### Wires at chosen ports, followed through buffers

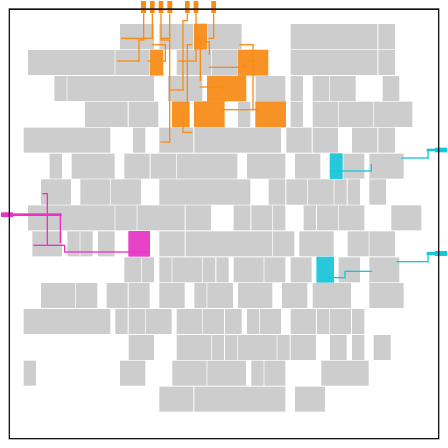
### Cell outlines without signal wires

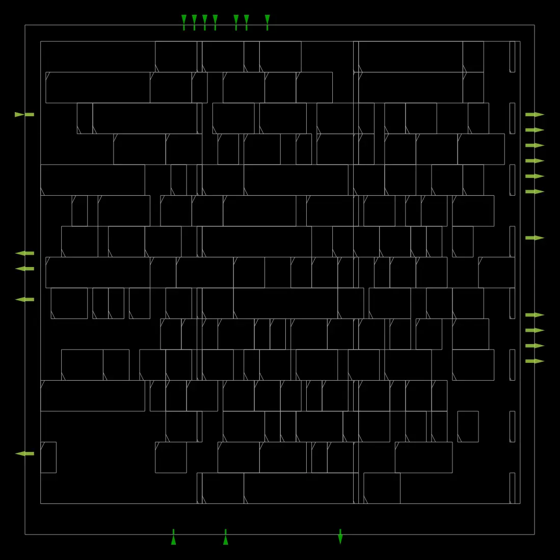
==> config.mk <==
export PLATFORM = sky130hd
export DESIGN_NAME = multicycle_control_unit
export DESIGN_NICKNAME = d
export VERILOG_FILES = /design/src/rtl/mc_ctrl_pkg.sv /design/src/rtl/mc_ctrl_decoder.sv /design/src/rtl/multicycle_control_unit.sv
export SDC_FILE = /design/constraint.sdc
export NUM_CORES = 1
export LEC_CHECK = 0
export CAP_MARGIN = 20
export CORE_UTILIZATION = 45
export CTS_CLUSTER_DIAMETER = 80
export DETAILED_ROUTE_END_ITERATION = 16
export PLACE_DENSITY = 0.82
export REMOVE_ABC_BUFFERS = 1
export SKIP_LAST_GASP = 1
export SYNTH_ARGS = -nofsm -noshare
export SYNTH_HDL_FRONTEND = slang
export SYNTH_SLANG_ARGS = --single-unit
==> constraint.sdc <==
create_clock -name clk -period 1.9 [get_ports clk]
set_input_delay 0.19 -clock clk [delete_from_list [all_inputs] [get_ports clk]]
set_output_delay 0.19 -clock clk [all_outputs]
set_load 0.02 [all_outputs]
==> results.txt <==
Flow results.

- The floorplan die width is 45.0 um.
- Adding up every negative setup slack in the final design gives 0 ns.
- The highest net fanout along the worst path is 6.
- The number of buffers created by CTS is 3.
- The most used logic cell in the final layout is buf_4.
- By instance count after routing, the leading logic cell types are 17 x buf_4, 14 x nor2_1, 10 x clkdlybuf4s50_1.
- After synthesis the cells add up to a little over 800 sq um.
- The peak per-stage delay on the critical path is a little under 0.4 ns.
- The clock latency on the worst-skew pair is 0.27 ns.
- The maximum operating frequency is 550 MHz.
- The startpoint type of the worst setup path is a flop.
- The count of nets after finishing is 152.
- The worst setup slack after placement is -0.312 ns.
- In this run the biggest area consumer among cell types represents 33.1% of the synthesized area.
- The post-detailed-route wirelength per cell is roughly 12 um.
- The number of instances in the synthesized netlist is 99.
- VDD sags by at most 676 uV.
- According to the CTS report, the clock sink count is 11.
- The number of global-route vias before repair is 820.
- The total iterations of the first detailed-routing run is 4.
- On the worst setup and hold paths after CTS, the clock-pin slew comes to 0.07 ns.
- The register share after synthesis is approximately a third.
- The prevailing post-synth register cell is dfrtp_1.
- The post-route clock skew is about 0.0018 ns.
- The cell family contributing the most delay on the critical path is simple AND/OR/NAND/NOR gates.
- The async set or reset register ratio after synthesis is 100%.
- The overflow left after global routing is 0.
- The area taken by sequential standard cells is reported as 278 sq um.
- The flow ran to the end, and the final reports show no timing, DRC or antenna violations.
- The leakage power of the design is 0.585 nW.
- Dividing total power by cell area gives a power density of 1060 nW/um^2.
- The biggest area consumer among synthesized cells is dfrtp_1.
- The starting DRC count in detailed routing is 23.
- The main area contributors are dfrtp_1 33%, nor2_1 6.8%, buf_4 3.6%, nand2_1 3.6%, nor2b_4 3.3%.
- The count of pins over their slew limit is 0.
- The maximum buffer depth of the clock tree is 2.
- Across all setup checks in the final design, the least slack found is 0.0832 ns.
- The number of nets with antenna violations after detailed routing is 0.
- The number of stages on the worst setup path is 5.
- From bottom edge to top edge, the die measures 45.0 um.
- The area figure in the yosys stat output is 831 sq um.
- The maximum number of pins on one net before global-route repair is 20.
- The worst setup path is captured at an output pin.
- The critical path goes through buf_4 > nor2_2 > and3_1 > and2_1 > clkdlybuf4s15_1.
- The post-placement cell count is ~160.
- The synthesis log from Yosys contains 0 warnings.
- Dividing the detail-routed via count by the number of cells gives 5.37.
- The logic depth of the worst register-to-register path is 6.
- The filler cells instantiated in the layout total 154.
- The path type of the worst min-delay path is input port to async pin.
- The kind of critical path is flop to output pin.
- Global routing consumed, over all layers together, a little under a quarter of the routing resources.
- The data required time of the worst path is between 1.5 and 2 ns.
- Per the run summary, max-cap violations total 0.
- The count of buffering cells on the critical path with inverters included is 2.
- The residual DRC count is 0.
- At the worst endpoint, the arrival time is 1.63 ns.
- The cell at the slowest stage of the critical path is dfrtp_1.
- 0 antenna diodes ended up in the layout.
- The number of storage elements in the synthesis netlist is 11.
- The floorplan has 15 rows.
- The first global-routing pass estimated 3.31 mm of wire.
- STA reports a reg2reg setup slack of around 0.21 ns.
- The final report lists the setup-violating endpoint count as 0.
- The share of post-route cells with drive strength above 1 is 30.9%.
- The number of cells reported by Yosys stat comes to 99.
- By instance count, the leading cell after synthesis is nor2_1.
- The detailed router reported a total wirelength of 2.01 mm.
- The count of flip-flops with a built-in enable after synthesis is 0.
- The final hold violation count recorded for this run is 0.
- The register with the most flip-flops in the layout has 4 of them.
- The root buffer cell chosen for the clock tree is clkbuf_4.
- For reference, the top cells by count after synthesis are 15 x nor2_1, 11 x dfrtp_1, 8 x nand2_1.
- The post-route minimum period is 1.82 ns.
- In this run the tools logged warnings totalling 27.
- CTS built an H-tree with a depth of 1.
- The combinational cell area excluding buffers and inverters is 494 sq um.
- The share of the cycle needed by the critical path after routing is 95.6%.
- The detailed router placed between 800 and 900 vias in this run.
- After legalization and detailed placement, the total HPWL measured 1.55 mm.
- The number of distinct library cells after synthesis is 39.
- After synthesis, the mean cell area works out to 8.39 sq um.
- TritonCTS built the clock tree.
- After floorplanning, the die was sized to cover 2020 sq um.
- RePlAce ended its routability-driven mode at a weighted congestion of 0.823.
- The number of antenna violations at the first check in global routing is 0.
- The floorplan step records an initial core utilization of 48.1%.
- The area growth from synthesis to final layout is 45.3%.
Back to the opening pictures, 'Wires at chosen ports, followed through buffers':
`pc_write`: drawn in magenta, bits 1, direction output, edge left, end cells 1, buffers 1, wire 26.3 um. `opcode`: drawn in orange, bits 7, direction input, edge top, end cells 7, buffers 7, wire 93.1 um. `alu_src_b`: drawn in cyan, bits 2, direction output, edge right, end cells 2, buffers 2, wire 19.2 um.
num ports: 26
count of input and output buffers: 24

Back to the opening pictures, 'Cell outlines without signal wires':
fin cells: 164
Core ar.: 1730 sq um

[stage by stage]
stage,utilization [%],hold WS (ns),cell area (sq um),power [mW]
global route,69.9,0.283,1210,1.36
detailed placement,69.1,0.451,1190,1.12
global placement,69.1,0.453,1190,1.09
CTS,70.6,0.256,1220,1.27
floorplan,-,-0.106,779,0.762
finish,69.9,0.254,1210,1.28
[where the power goes]
part	total (mW)	internal, mW	switching, mW
registers	0.336	0.284	0.0525
clock network	0.167	0.0814	0.0856
logic	0.776	0.360	0.416
[cell families after synthesis]
| kind of cell | count (synthesis) | synth area share [%] |
|---|---|---|
| flops | 11 | 33.1 |
| mux | 1 | 1.20 |
| fa+ha+maj | 2 | 3.01 |
| compound gates | 20 | 17.9 |
| buf+inv | 13 | 8.89 |
| other cells | 1 | 0.451 |
| xor+xnor | 3 | 3.16 |
| simple gates | 48 | 32.2 |
[metal layers]
| layer | GRT usage, % | up-vias | routed length (um) |
|---|---|---|---|
| met4 | 14.5 | 0 | 83 |
| met3 | 4.80 | 11 | 145 |
| met5 | 0 | - | 0 |
| met1 | 26.7 | 401 | 787 |
| met2 | 38.0 | 43 | 992 |
| li1 | - | 426 | - |
[cell type report]
| cell class | instances | area share, % |
|---|---|---|
| Sequential cell | 11 | 23.0 |
| Multi-Input combinational cell | 75 | 40.9 |
| Clock buffer | 4 | 2.18 |
| Inverter | 6 | 1.87 |
| Tap cell | 25 | 2.59 |
| Timing Repair Buffer | 43 | 29.4 |
[worst reg2reg max path: cells and delay by family (launching register included)]
family	cells	cell delay, ns
and+or+nand+nor	1	0.15
adders and majority gates	1	0.20
buffers and inverters	1	0.07
AOI/OAI and AO/OA	3	0.80
DFF	1	0.40
[timing repair]
item | CTS | global route
endpoints found under the setup margin | 14 | 9
hold buffers | 0 | 0
gates resized | 25 | 17
buffers inserted | 0 | 0
Power is estimated from default activity; no workload was simulated.
